[config.mk]
export PLATFORM = sky130hd
export DESIGN_NAME = div_unit
export DESIGN_NICKNAME = d
export VERILOG_FILES = /design/src/rtl/div_unit_pkg.sv /design/src/rtl/div_unit.sv
export SDC_FILE = /design/constraint.sdc
export NUM_CORES = 1
export LEC_CHECK = 0
export ABC_AREA = 1
export CAP_MARGIN = 30
export CORE_MARGIN = 2
export CORE_UTILIZATION = 63
export DETAILED_ROUTE_END_ITERATION = 16
export MAX_ROUTING_LAYER = met4
export PLACE_DENSITY_LB_ADDON = 0.3
export SYNTH_ARGS = -nofsm -noshare
export SYNTH_HDL_FRONTEND = slang
export SYNTH_SLANG_ARGS = --single-unit
[constraint.sdc]
create_clock -name clk -period 8.05 [get_ports clk]
set_input_delay 2.415 -clock clk [delete_from_list [all_inputs] [get_ports clk]]
set_output_delay 2.415 -clock clk [all_outputs]
set_load 0.01 [all_outputs]
[src/rtl/div_unit_pkg.sv]
// div_unit_pkg: shared sizing constants for the execute-stage divider.
// The FSM state encoding stays local to div_unit; only the default
// operand width is shared here.
package div_unit_pkg;

    localparam int unsigned DIV_WIDTH = 32;

endpackage : div_unit_pkg

[src/rtl/div_unit.sv]
// div_unit: multi-cycle radix-2 restoring divider for DIV/DIVU.
// Produces {remainder (HI), quotient (LO)}. It stalls the pipeline while
// working and emits a one-cycle valid pulse. It can be flushed by cancel.
//
// Ports:
//   clk        core clock, rising edge
//   rst        synchronous active-high reset
//   start      request, sampled only in IDLE
//   signed_div 1 = DIV (two's complement), 0 = DIVU; captured with start
//   a, b       dividend / divisor; captured with start
//   cancel     flush, aborts any operation and suppresses valid
//   busy       high in BUSY and DONE (stall source)
//   valid      one-cycle pulse, result meaningful only in this cycle
//   result     {remainder, quotient}, registered, held until the next DONE
module div_unit
    import div_unit_pkg::*;
#(
    parameter int unsigned WIDTH = DIV_WIDTH
) (
    input  logic                 clk,
    input  logic                 rst,
    input  logic                 start,
    input  logic                 signed_div,
    input  logic [WIDTH-1:0]     a,
    input  logic [WIDTH-1:0]     b,
    input  logic                 cancel,
    output logic                 busy,
    output logic                 valid,
    output logic [2*WIDTH-1:0]   result
);

    localparam int unsigned       CNT_W = $clog2(WIDTH);
    localparam logic [CNT_W-1:0]  LAST  = CNT_W'(WIDTH - 1);

    typedef enum logic [1:0] {
        IDLE = 2'd0,
        BUSY = 2'd1,
        DONE = 2'd2
    } state_t;

    state_t             state;
    state_t             state_next;
    logic [CNT_W-1:0]   cnt;
    logic [WIDTH-1:0]   rem;      // partial remainder
    logic [WIDTH-1:0]   quo;      // dividend bits shift out, quotient bits shift in
    logic [WIDTH-1:0]   dsr;      // divisor magnitude
    logic               sign_q;
    logic               sign_r;

    logic [WIDTH:0]     shifted;
    logic [WIDTH:0]     trial;
    logic               qbit;
    logic [WIDTH-1:0]   rem_next;
    logic [WIDTH-1:0]   quo_next;
    logic               take;

    // Two's-complement negate when requested; the most negative value maps to
    // itself, which is the correct unsigned magnitude.
    function automatic logic [WIDTH-1:0] cond_neg(input logic [WIDTH-1:0] x,
                                                  input logic             neg);
        return neg ? WIDTH'(-x) : x;
    endfunction

    // One restoring step: shift in the next dividend bit, trial-subtract.
    always_comb begin
        shifted  = {rem, quo[WIDTH-1]};
        trial    = shifted - {1'b0, dsr};
        qbit     = ~trial[WIDTH];
        rem_next = qbit ? trial[WIDTH-1:0] : shifted[WIDTH-1:0];
        quo_next = {quo[WIDTH-2:0], qbit};
    end

    assign take = start & ~cancel;

    // Next-state logic; cancel overrides every transition.
    always_comb begin
        state_next = state;
        case (state)
            IDLE: begin
                if (take) begin
                    state_next = (b == '0) ? DONE : BUSY;
                end
            end
            BUSY: begin
                if (cnt == LAST) begin
                    state_next = DONE;
                end
            end
            DONE:    state_next = IDLE;
            default: state_next = IDLE;
        endcase
        if (cancel) begin
            state_next = IDLE;
        end
    end

    // State register and status outputs, registered from the next state.
    always_ff @(posedge clk) begin
        if (rst) begin
            state <= IDLE;
            busy  <= 1'b0;
            valid <= 1'b0;
        end else begin
            state <= state_next;
            busy  <= (state_next != IDLE);
            valid <= (state_next == DONE);
        end
    end

    // Operand capture, iteration and final sign correction.
    always_ff @(posedge clk) begin
        if (rst) begin
            cnt    <= '0;
            rem    <= '0;
            quo    <= '0;
            dsr    <= '0;
            sign_q <= 1'b0;
            sign_r <= 1'b0;
            result <= '0;
        end else if (cancel) begin
            cnt <= '0;
        end else begin
            case (state)
                IDLE: begin
                    if (start) begin
                        sign_q <= signed_div & (a[WIDTH-1] ^ b[WIDTH-1]);
                        sign_r <= signed_div & a[WIDTH-1];
                        quo    <= cond_neg(a, signed_div & a[WIDTH-1]);
                        dsr    <= cond_neg(b, signed_div & b[WIDTH-1]);
                        rem    <= '0;
                        cnt    <= '0;
                        // Divide by zero: raw dividend in HI, all ones in LO.
                        if (b == '0) begin
                            result <= {a, {WIDTH{1'b1}}};
                        end
                    end
                end
                BUSY: begin
                    rem <= rem_next;
                    quo <= quo_next;
                    cnt <= cnt + CNT_W'(1);
                    if (cnt == LAST) begin
                        result <= {cond_neg(rem_next, sign_r),
                                   cond_neg(quo_next, sign_q)};
                    end
                end
                default: begin
                end
            endcase
        end
    end

endmodule : div_unit

==> flow_metrics.py <==
# Flow results
metrics = {
    "status": {
        "run_status": "completed",
    },
    "logic_synthesis": {
        "yosys_cells": 2230,
        "synthAdderAreaFrac_pct": 3.73,
        "ys_ff": 171,
        "simple_gate_area_share_pct": 37.9,
    },
    "finish": {
        "n_sequential_cell": 171,
        "seq_share_pct": 22.4,
        "area.combinational_sq_um": 8270,
        "comb_area_share_pct": 54.1,
        "area_share_clock_buf_inv_pct": 3.82,
        "lay_top_count": "nand2_1",
    },
    "power": {
        "cellInternalPower_mw": 1.48,
        "sequentialPower_mw": 0.901,
    },
    "cts": {
        "cts_tree": "built",
        "post-cts-setup-buffer-count": 0,
    },
    "critical_path": {
        "critPathCaptureType": "register",
        "cpMaxStageDelayCell": "dfxtp_1",
        "rr_worst_depth": 26,
    },
    "routing": {
        "maxUsedRoutingLayer": "met4",
    },
    "sta": {
        "grt_setup_unrepaired": "no",
    },
}
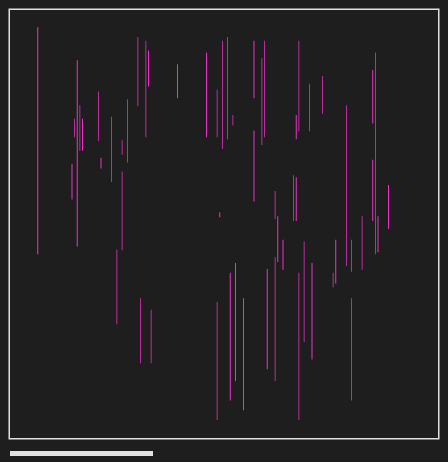
Fig. 1. M4 wires.
Scale bar: 50 um.
main direction: vertical
wire length on this layer: 1440 um
longest straight run: 78.9 um

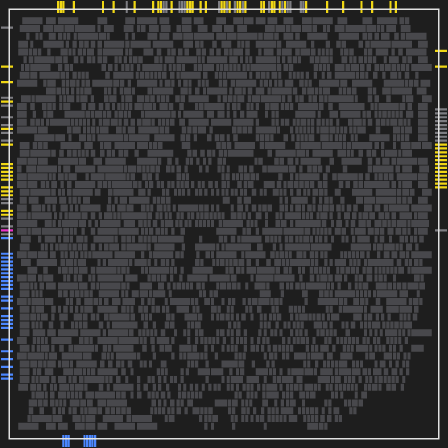
Fig. 2. Ports around the boundary.
Pins as bars across the die edge, other pins in grey.
| colour | port | pins | direction | edge |
|---|---|---|---|---|
| blue | `b` | 32 | input | 24 left, 8 bottom |
| yellow | `result` | 64 | output | 35 top, 15 left, 14 right |
| magenta | `valid` | 1 | output | left |
all pins by edge: 52 left, 51 top, 24 right, 8 bottom
floorplan die height: 149 um
width of the die: 149 um
Buffers on Ports: 134

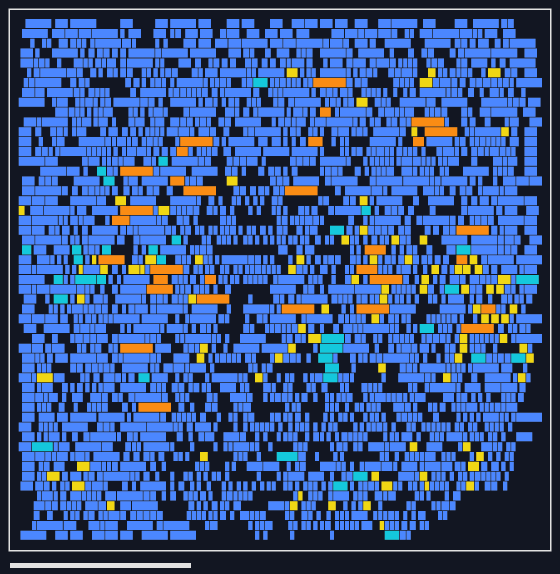
Fig. 3. Drive-strength map.
Scale bar: 50 um.
| colour | size | cells |
|---|---|---|
| cyan | x3 and x4 | 34 |
| blue | x1 and smaller | 2174 |
| orange | x6 and larger | 31 |
| yellow | x2 | 86 |
Worst Setup Slack, final: 2.94 ns
Post-Layout Inst Area: 15300 sq um
area added between synthesis and finish: 14.9%
Non-CTS buffers: 148

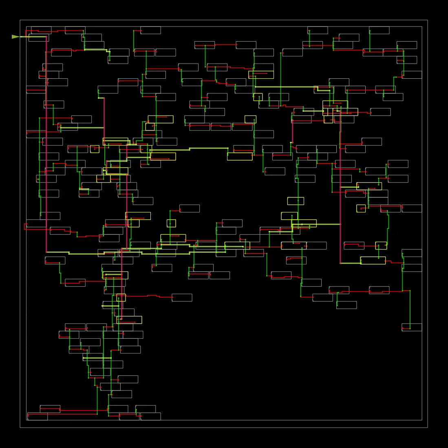
Fig. 4. Clock nets.
clock group total power: 0.832 mW
clk latency late pin: 0.45 ns
setup clock skew after layout: 0.0247 ns
Sinks on Clock Net: 171
CTS buffer count: 17

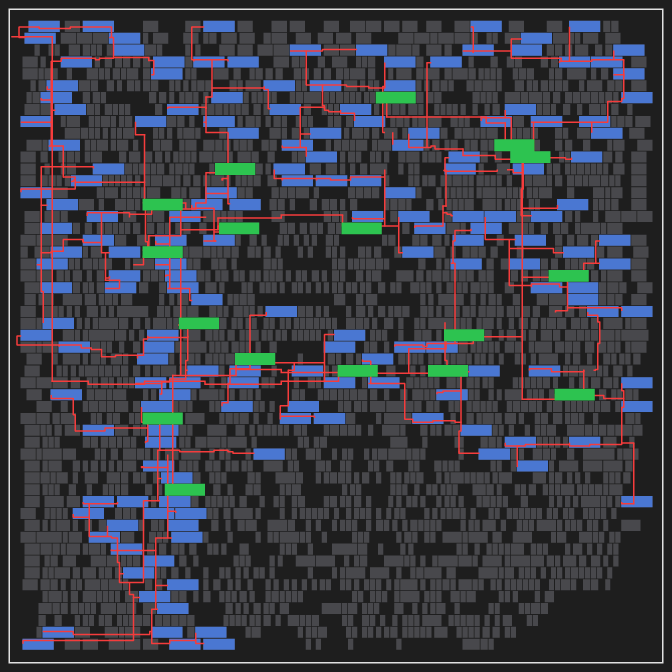
Fig. 5. Clock distribution.
[red] clock wires | length: 2270 um
[blue] flip-flops | count: 171
[green] clock-net drivers | count: 17
flops lie: spread over the die
portion of total power attributed to the clock network: 36.3%

Power figures rest on the tool's default switching activity, not on a simulated workload.
